==> config.mk <==
export PLATFORM = sky130hd
export DESIGN_NAME = key_cmd_ctrl
export DESIGN_NICKNAME = d
export VERILOG_FILES = /design/src/rtl/key_cmd_pkg.sv /design/src/rtl/cmd_fifo.sv /design/src/rtl/key_cmd_ctrl.sv
export SDC_FILE = /design/constraint.sdc
export NUM_CORES = 1
export LEC_CHECK = 0
export CAP_MARGIN = 30
export CORE_UTILIZATION = 45
export DETAILED_ROUTE_END_ITERATION = 8
export GPL_TIMING_DRIVEN = 0
export SYNTH_ARGS = -nofsm -noshare
export SYNTH_HDL_FRONTEND = slang
export SYNTH_SLANG_ARGS = --single-unit
==> constraint.sdc <==
create_clock -name clk -period 4.49 [get_ports clk]
set_input_delay 0.449 -clock clk [delete_from_list [all_inputs] [get_ports clk]]
set_output_delay 0.449 -clock clk [all_outputs]
set_load 0.1 [all_outputs]
==> src/rtl/key_cmd_pkg.sv <==
// Shared types and key-to-command mapping for the
// keypad command front end.
package key_cmd_pkg;

  typedef enum logic [2:0] {
    CMD_NONE      = 3'd0,
    CMD_LEFT      = 3'd1,
    CMD_RIGHT     = 3'd2,
    CMD_ROTATE    = 3'd3,
    CMD_SOFT_DROP = 3'd4,
    CMD_HARD_DROP = 3'd5,
    CMD_PAUSE     = 3'd6
  } cmd_t;

  typedef enum logic [1:0] {
    ST_IDLE,
    ST_DEBOUNCE,
    ST_HELD,
    ST_REPEAT
  } state_t;

  localparam int CMD_W = $bits(cmd_t);

  function automatic cmd_t map_key(input logic [3:0] code);
    cmd_t c;
    case (code)
      4'h4:    c = CMD_LEFT;
      4'h6:    c = CMD_RIGHT;
      4'h2:    c = CMD_ROTATE;
      4'h8:    c = CMD_SOFT_DROP;
      4'h5:    c = CMD_HARD_DROP;
      4'h0:    c = CMD_PAUSE;
      default: c = CMD_NONE;
    endcase
    return c;
  endfunction

  function automatic logic is_repeatable(input cmd_t c);
    return (c == CMD_LEFT) ||
           (c == CMD_RIGHT) ||
           (c == CMD_SOFT_DROP);
  endfunction

endpackage

==> src/rtl/cmd_fifo.sv <==
// Small synchronous command FIFO; a pop frees a slot
// for a push in the same cycle even when full.
module cmd_fifo
  import key_cmd_pkg::*;
#(
  parameter int FIFO_DEPTH = 4
) (
  input  logic clk,
  input  logic reset,
  input  logic i_push,
  input  cmd_t i_din,
  input  logic i_pop,
  output cmd_t o_dout,
  output logic o_full,
  output logic o_empty
);

  localparam int AW = (FIFO_DEPTH > 1) ? $clog2(FIFO_DEPTH) : 1;

  cmd_t          r_mem [FIFO_DEPTH];
  logic [AW-1:0] r_wr;
  logic [AW-1:0] r_rd;
  logic [AW:0]   r_cnt;
  logic          w_push;
  logic          w_pop;

  function automatic logic [AW-1:0] f_inc(input logic [AW-1:0] p);
    return (p == AW'(FIFO_DEPTH - 1)) ? '0 : p + 1'b1;
  endfunction

  assign o_empty = (r_cnt == '0);
  assign o_full  = (r_cnt == (AW+1)'(FIFO_DEPTH));
  assign w_pop   = i_pop && !o_empty;
  assign w_push  = i_push && (!o_full || w_pop);
  assign o_dout  = o_empty ? CMD_NONE : r_mem[r_rd];

  always_ff @(posedge clk) begin
    if (!reset) begin
      r_wr  <= '0;
      r_rd  <= '0;
      r_cnt <= '0;
    end else begin
      if (w_push) r_wr <= f_inc(r_wr);
      if (w_pop)  r_rd <= f_inc(r_rd);
      case ({w_push, w_pop})
        2'b10:   r_cnt <= r_cnt + 1'b1;
        2'b01:   r_cnt <= r_cnt - 1'b1;
        default: r_cnt <= r_cnt;
      endcase
    end
  end

  always_ff @(posedge clk) begin
    if (w_push) r_mem[r_wr] <= i_din;
  end

endmodule

==> src/rtl/key_cmd_ctrl.sv <==
// Keypad debounce / auto-repeat controller feeding
// game commands into a small output FIFO.
module key_cmd_ctrl
  import key_cmd_pkg::*;
#(
  parameter int DEBOUNCE_TICKS = 4,
  parameter int REPEAT_DELAY   = 32,
  parameter int REPEAT_RATE    = 8,
  parameter int FIFO_DEPTH     = 4
) (
  input  logic       clk,
  input  logic       reset,
  input  logic       tick,
  input  logic       key_valid,
  input  logic [3:0] key_code,
  input  logic       cmd_ready,
  output logic       cmd_valid,
  output logic [2:0] cmd,
  output logic       overflow
);

  localparam int MAX_AB = (DEBOUNCE_TICKS > REPEAT_DELAY) ?
                          DEBOUNCE_TICKS : REPEAT_DELAY;
  localparam int MAX_T  = (MAX_AB > REPEAT_RATE) ?
                          MAX_AB : REPEAT_RATE;
  localparam int CW     = $clog2(MAX_T + 1);

  localparam logic [CW-1:0] C_ONE = CW'(1);
  localparam logic [CW-1:0] C_DB  = CW'(DEBOUNCE_TICKS);
  localparam logic [CW-1:0] C_RD  = CW'(REPEAT_DELAY);
  localparam logic [CW-1:0] C_RR  = CW'(REPEAT_RATE);

  state_t        r_state;
  state_t        w_state_nx;
  logic [CW-1:0] r_cnt;
  logic [CW-1:0] w_cnt_nx;
  logic [CW-1:0] w_cnt_inc;
  logic [3:0]    r_code;
  logic [3:0]    w_code_nx;
  logic          r_ovf;
  logic          w_same;
  logic          w_emit;
  logic          w_push;
  logic          w_pop;
  logic          w_full;
  logic          w_empty;
  cmd_t          w_cmd;
  cmd_t          w_dout;

  assign w_cmd     = map_key(r_code);
  assign w_same    = key_valid && (key_code == r_code);
  assign w_cnt_inc = r_cnt + 1'b1;

  always_comb begin
    w_state_nx = r_state;
    w_cnt_nx   = r_cnt;
    w_code_nx  = r_code;
    w_emit     = 1'b0;
    if (tick) begin
      unique case (r_state)
        ST_IDLE: begin
          if (key_valid) begin
            w_state_nx = ST_DEBOUNCE;
            w_code_nx  = key_code;
            w_cnt_nx   = C_ONE;
          end
        end
        ST_DEBOUNCE: begin
          if (!key_valid) begin
            w_state_nx = ST_IDLE;
            w_cnt_nx   = '0;
          end else if (!w_same) begin
            w_code_nx = key_code;
            w_cnt_nx  = C_ONE;
          end else if (w_cnt_inc >= C_DB) begin
            w_emit     = 1'b1;
            w_state_nx = ST_HELD;
            w_cnt_nx   = '0;
          end else begin
            w_cnt_nx = w_cnt_inc;
          end
        end
        ST_HELD: begin
          if (!key_valid) begin
            w_state_nx = ST_IDLE;
            w_cnt_nx   = '0;
          end else if (!w_same) begin
            w_state_nx = ST_DEBOUNCE;
            w_code_nx  = key_code;
            w_cnt_nx   = C_ONE;
          end else if (r_cnt >= C_RD) begin
            // non-repeatable key parked at the delay limit
            w_cnt_nx = C_RD;
          end else if (w_cnt_inc >= C_RD &&
                       is_repeatable(w_cmd)) begin
            w_emit     = 1'b1;
            w_state_nx = ST_REPEAT;
            w_cnt_nx   = '0;
          end else begin
            w_cnt_nx = w_cnt_inc;
          end
        end
        ST_REPEAT: begin
          if (!key_valid) begin
            w_state_nx = ST_IDLE;
            w_cnt_nx   = '0;
          end else if (!w_same) begin
            w_state_nx = ST_DEBOUNCE;
            w_code_nx  = key_code;
            w_cnt_nx   = C_ONE;
          end else if (w_cnt_inc >= C_RR) begin
            w_emit   = 1'b1;
            w_cnt_nx = '0;
          end else begin
            w_cnt_nx = w_cnt_inc;
          end
        end
      endcase
    end
  end

  assign w_push = w_emit && (w_cmd != CMD_NONE);
  assign w_pop  = cmd_ready && !w_empty;

  always_ff @(posedge clk) begin
    if (!reset) begin
      r_state <= ST_IDLE;
      r_cnt   <= '0;
      r_code  <= '0;
      r_ovf   <= 1'b0;
    end else begin
      r_state <= w_state_nx;
      r_cnt   <= w_cnt_nx;
      r_code  <= w_code_nx;
      r_ovf   <= w_push && w_full && !w_pop;
    end
  end

  cmd_fifo #(
    .FIFO_DEPTH(FIFO_DEPTH)
  ) u_fifo (
    .clk    (clk),
    .reset  (reset),
    .i_push (w_push),
    .i_din  (w_cmd),
    .i_pop  (cmd_ready),
    .o_dout (w_dout),
    .o_full (w_full),
    .o_empty(w_empty)
  );

  assign cmd_valid = !w_empty;
  assign cmd       = w_dout;
  assign overflow  = r_ovf;

endmodule

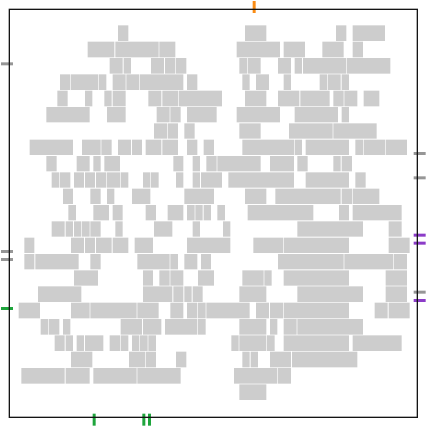
pins.png
Scale: 6 px per µm. Pins as bars across the die edge, other pins in gray.
Key: orange = `reset` [pins 1, direction input, edge north]; green = `key_code` [pins 4, direction input, edge 3 south, 1 west]; purple = `cmd` [pins 3, direction output, edge east]
Chip Width: 67.8 µm
PortBufs: 11

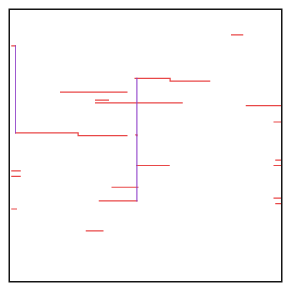
metal_stack.png
Scale: 4 px per µm. Two of the layers only.
Key: red = met3 [wire length 142 µm]; purple = met4 [wire length 52.4 µm]
total vias in the final route: 1508
global-route total usage across every layer: 0.186
routed len/inst: 13.7 µm
drt total wl: 3.79 mm

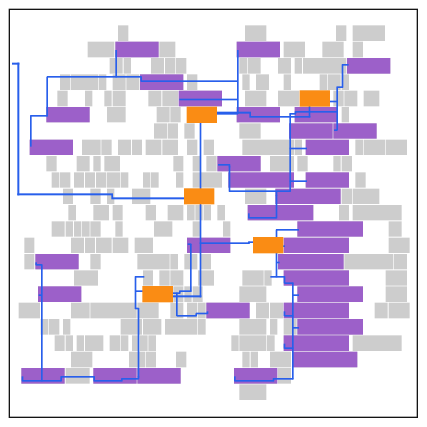
clock_map.png
Scale: 6 px per µm.
Key: orange = cells driving clock nets [count 5]; blue = clock wires [length 411 µm]; purple = flip-flops [count 34]
There are 6 routed clock nets.

==> README.md <==
| Stage | Quantity | This run |
| --- | --- | --- |
| status | Outcome | finished, final reports clean |
| final timing | Relative slew slack | 0.357 |
| power and ir drop | Leakage | 0.804 nW |
| global routing | Vias in the first global route | 1295 |
| logic synthesis | Yosys chip area | 1950 µm² |
| setup path | Master of the slowest instance on the critical path | sky130_fd_sc_hd__fa_1 |
| power and ir drop | Sequential group share of total power | 0.513 |
| logic synthesis | Cell area after synthesis | 1950 µm² |
| setup path | Worst reg2reg path startpoint | r_cnt[0] |
| finish | Top reg by flops | u_fifo.r_mem |
| setup path | Cell type group with the largest total delay on the critical path | simple AND/OR/NAND/NOR gates |
| logic synthesis | Synth top area cells | sky130_fd_sc_hd__dfxtp_1 (23%), sky130_fd_sc_hd__edfxtp_1 (19%), sky130_fd_sc_hd__a21oi_1 (5.4%) |
| floorplanning | # IOs | 14 |
| clock network | Cell resize tally after clock tree synthesis | 0 |
| finish | Post-layout nets | 242 |
| setup path | Buf/Inv on CP | 1 |
| setup path | Crit. Startpoint | key_code[1] |
| power and ir drop | Overall power consumption | 0.644 mW |
| final timing | Final Max-Slew Violation Tally | 0 |
| final timing | Slew @ Worst Pin | 0.961 ns |
| setup path | Crit path max fanout | 4 |
| detailed routing | First-pass iteration count of the detailed router | 4 |
| detailed routing | Antenna Nets Post-Route | 0 |
| clock network | Total clock sinks | 34 |
| finish | Number of inserted diodes | 0 |
| power and ir drop | Comb power | 0.101 mW |
| finish | Fraction of layout instances using a drive strength above 1 | 0.115 |
==> layout make-up <==
type	count	area (µm²)
clock buffers	6	72.6
clock inverters	2	10.0
multi-input cells	155	1060
flip-flops and latches	34	801
repair buffers	11	110
inverters	7	26.3
fillers	362	1880
plain buffers	11	63.8
well taps	50	62.6
==> layout by cell type, fill, tap and decap left out, types with 3 or more instances in the layout <==
cell / synthesis / routed
sky130_fd_sc_hd__a21oi_1: 21 / 21
sky130_fd_sc_hd__and2_1: 9 / 9
sky130_fd_sc_hd__and3_1: 4 / 4
sky130_fd_sc_hd__buf_2: 3 / 3
sky130_fd_sc_hd__clkbuf_1: 5 / 6
sky130_fd_sc_hd__clkbuf_8: 0 / 5
sky130_fd_sc_hd__clkdlybuf4s50_1: 0 / 11
sky130_fd_sc_hd__dfxtp_1: 22 / 22
sky130_fd_sc_hd__edfxtp_1: 12 / 12
sky130_fd_sc_hd__ha_1: 7 / 7
sky130_fd_sc_hd__inv_1: 6 / 6
sky130_fd_sc_hd__mux2i_1: 6 / 6
sky130_fd_sc_hd__mux4_2: 3 / 3
sky130_fd_sc_hd__nand2_1: 22 / 22
sky130_fd_sc_hd__nand2b_1: 4 / 4
sky130_fd_sc_hd__nand3_1: 8 / 8
sky130_fd_sc_hd__nand3b_1: 4 / 4
sky130_fd_sc_hd__nor2_1: 17 / 17
sky130_fd_sc_hd__nor2b_1: 3 / 3
sky130_fd_sc_hd__nor3_1: 8 / 8
sky130_fd_sc_hd__nor4_1: 3 / 3
sky130_fd_sc_hd__o211ai_1: 4 / 4
sky130_fd_sc_hd__o21ai_0: 6 / 6
sky130_fd_sc_hd__xor2_1: 6 / 6
No activity file was given, so power comes from the tool's default toggle rates.
